==> src/rtl/alu_result_drain.sv <==
// Drains a 64-bit ALU C result onto a 32-bit register bus as one LO beat, or LO then HI for multiply/divide.
// Optional zero flag is built only when ALU_RESULT_DRAIN_ZERO_FLAG_EN is defined.
module alu_result_drain #(
  parameter logic [4:0] OP_MUL = 5'b10011,
  parameter logic [4:0] OP_DIV = 5'b10100
) (
  input  logic        clk,
  input  logic        clr,
  input  logic        in_valid,
  output logic        in_ready,
  input  logic [4:0]  opcode,
  input  logic [63:0] c_in,
  output logic        out_valid,
  input  logic        out_ready,
  output logic [31:0] out_data,
  output logic        out_hi,
  output logic        zero
);

  typedef enum logic [1:0] {
    IDLE    = 2'd0,
    SEND_LO = 2'd1,
    SEND_HI = 2'd2
  } state_t;

  state_t      r_state;
  logic [63:0] r_hold;
  logic        r_two_beat;

  logic w_two_beat_op;
  logic w_final_beat;
  logic w_in_xfer;
  logic w_out_xfer;

  assign w_two_beat_op = (opcode == OP_MUL) || (opcode == OP_DIV);
  // The hold register frees up in the same cycle its last beat leaves, so a new result can follow with no bubble.
  assign w_final_beat  = ((r_state == SEND_LO) && !r_two_beat) || (r_state == SEND_HI);
  assign in_ready      = !clr && ((r_state == IDLE) || (w_final_beat && out_ready));
  assign w_in_xfer     = in_valid && in_ready;

  assign out_valid  = (r_state == SEND_LO) || (r_state == SEND_HI);
  assign out_hi     = (r_state == SEND_HI);
  assign out_data   = (r_state == SEND_HI) ? r_hold[63:32] : r_hold[31:0];
  assign w_out_xfer = out_valid && out_ready;

  // NOTE: non-blocking assignments so every register samples pre-edge values, independent of statement order.
  always_ff @(posedge clk) begin
    if (clr) begin
      r_state    <= IDLE;
      r_hold     <= '0;
      r_two_beat <= 1'b0;
    end else begin
      if (w_in_xfer) begin
        // Single-beat results never emit HI, so their upper word is not kept.
        r_hold     <= {(w_two_beat_op ? c_in[63:32] : 32'h0), c_in[31:0]};
        r_two_beat <= w_two_beat_op;
      end
      unique case (r_state)
        IDLE: begin
          if (w_in_xfer) r_state <= SEND_LO;
        end
        SEND_LO: begin
          if (w_out_xfer) begin
            if (r_two_beat)     r_state <= SEND_HI;
            else if (w_in_xfer) r_state <= SEND_LO;
            else                r_state <= IDLE;
          end
        end
        SEND_HI: begin
          if (w_out_xfer) r_state <= w_in_xfer ? SEND_LO : IDLE;
        end
        default: r_state <= IDLE;
      endcase
    end
  end

`ifdef ALU_RESULT_DRAIN_ZERO_FLAG_EN
  logic r_zero;

  always_ff @(posedge clk) begin
    if (clr) begin
      r_zero <= 1'b0;
    end else if (w_in_xfer) begin
      r_zero <= w_two_beat_op ? (c_in == 64'h0) : (c_in[31:0] == 32'h0);
    end
  end

  assign zero = r_zero;
`else
  assign zero = 1'b0;
`endif

endmodule

==> config.mk <==
export PLATFORM = sky130hd
export DESIGN_NAME = alu_result_drain
export DESIGN_NICKNAME = d
export VERILOG_FILES = /design/src/rtl/alu_result_drain.sv
export SDC_FILE = /design/constraint.sdc
export NUM_CORES = 1
export LEC_CHECK = 0
export CAP_MARGIN = 20
export CORE_MARGIN = 2
export CORE_UTILIZATION = 40
export CTS_CLUSTER_DIAMETER = 120
export DETAILED_ROUTE_END_ITERATION = 10
export PLACE_DENSITY = 0.79
export SLEW_MARGIN = 0
export SYNTH_ARGS = -nofsm -noshare
export SYNTH_HDL_FRONTEND = slang
export SYNTH_SLANG_ARGS = --single-unit
==> constraint.sdc <==
create_clock -name clk -period 2.5 [get_ports clk]
set_input_delay 0.75 -clock clk [delete_from_list [all_inputs] [get_ports clk]]
set_output_delay 0.75 -clock clk [all_outputs]
set_load 0.01 [all_outputs]
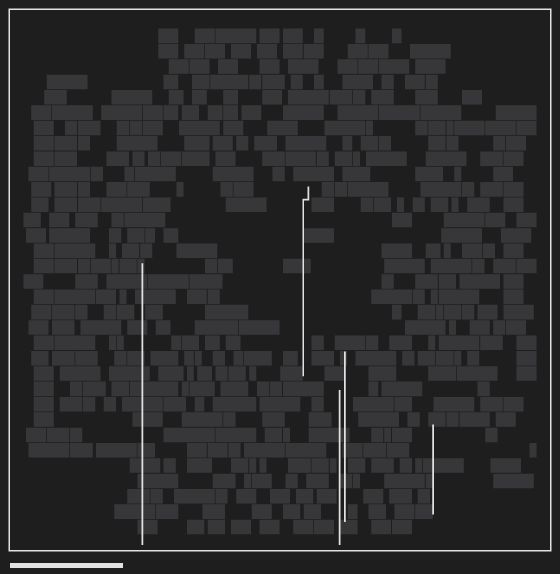
Fig. 1. M4 wires.
Scale bar: 20 um. Cells faint in the background.
The layer carries 157 um of wire. The layer holds 2.0% of the routed length. The longest straight run is 49.6 um. 5 nets have wire on it. The wires run mostly vertical.
DR vias: 2,661
DRT Wirelength: 8030 um

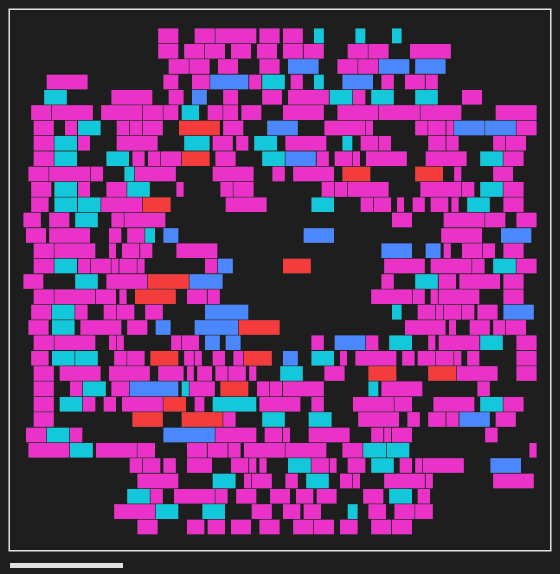
Fig. 2. Sizing map.
Scale bar: 20 um.
Key: red = drive 6 and up [cells 17]; cyan = drive 2 [cells 63]; magenta = drive 1 or less [cells 317]; blue = drive 3 to 4 [cells 29]
Non-Clock Buffer Count: 122
PnR worst setup slack: 46.6 ps
Final Cell Area: 0.00473 mm2

==> flow_summary.json <==
{
  "compound_area_share_pct": 10.8,
  "fin_skew_ps": 7.06,
  "comb_area_share_pct": 39.5,
  "p_comb_share_pct": 20.8,
  "reg2reg_to": "r_hold[18]",
  "met1_usage_pct": 21.2,
  "min_path_cells": 2,
  "cts_sinks": 67,
  "worst_ep_required_time_ps": 1750,
  "yosys_most_used_dff": "dfxtp_1",
  "wl_met2_um": 3920,
  "path_cells": "inv_2 > ha_4 > buf_6 > mux2_2 > dlygate4sd2_1",
  "place_congestion": 0.761,
  "tns_ps": 0,
  "leakage_uw": 0.00185,
  "largest_register_ffs": 64,
  "critPathMaxStageDelay_ps": 350,
  "slowest_stage": "mux2_2",
  "seqCellArea_mm2": 0.00135,
  "largest_area_cell": "dfxtp_1",
  "lay_top_count": "clkdlybuf4s50_1",
  "place_ws_ps": -370,
  "most_common_cell": "dfxtp_1",
  "fp.dieH_um": 95.7,
  "max_freq_mhz": 408,
  "reg2regPathDepth": 7,
  "sequentialPower_uw": 1140,
  "grt_busiest_layer": "met2",
  "muxShareOfSynthArea_pct": 25.2,
  "buffer_area_share_pct": 25.5,
  "clock_area_share_pct": 3.38,
  "finalHoldViolations": 0,
  "layout_top_cells": "clkdlybuf4s50_1, dfxtp_1, mux2_2, nor2b_1, nand2b_1",
  "numPortBuffers": 107,
  "min_period_ps": 2450,
  "p_int_uw": 1800,
  "die-area_mm2": 0.00916,
  "min_from": "r_hold[56]",
  "drive_gt1_share_pct": 25.6,
  "clk_path_buf_depth": 2,
  "cp_max_fo": 8,
  "ys_types": 30,
  "drv_slew": 0,
  "warnings": 30,
  "wl_met3_um": 533,
  "placed_area_mm2": 0.00458,
  "avgSynthCellArea_um2": 10.6,
  "cts.htree.levels": 3,
  "crit_end": "out_data[1]",
  "finalPower_uw": 2390,
  "syn_nets": 393,
  "rsz0062_at_grt": "yes",
  "clkSlewWorstSetupHoldPaths_ps": 70,
  "grt_max_degree": 70,
  "synth_cells": 316,
  "cts_tree": "yes",
  "setup_viol": 0,
  "crit_start": "r_state[0]",
  "yosysWarnings": 0,
  "antenna_left": 0,
  "top_cells_by_count": "dfxtp_1, mux2_2, nor2b_1",
  "reg2reg_from": "r_state[1]",
  "area_dominant_class": "logic gates",
  "power.density_mw_per_mm2": 505,
  "reg2reg_slack_ps": 480,
  "vdd_drop_max_v": 0.000295,
  "cts_hold_buf": 0,
  "num_tap_cells": 105,
  "simple_gate_share_pct": 17.4,
  "crit_buf_inv": 3,
  "cp_top_family": "buffers and inverters",
  "maxCapViolCount": 0,
  "met3_usage_pct": 6.34,
  "maxPowerGroup": "sequential cells",
  "status": "finished, final reports clean",
  "ys_cells": 316,
  "die_w_um": 95.7,
  "async_flop_share_pct": 0,
  "relSlewSlack_pct": 57.8,
  "grt_usage_pct": 18.4,
  "viasPerCell": 5.01,
  "antenna_cells": 0,
  "routed.top_layer": "met4"
}
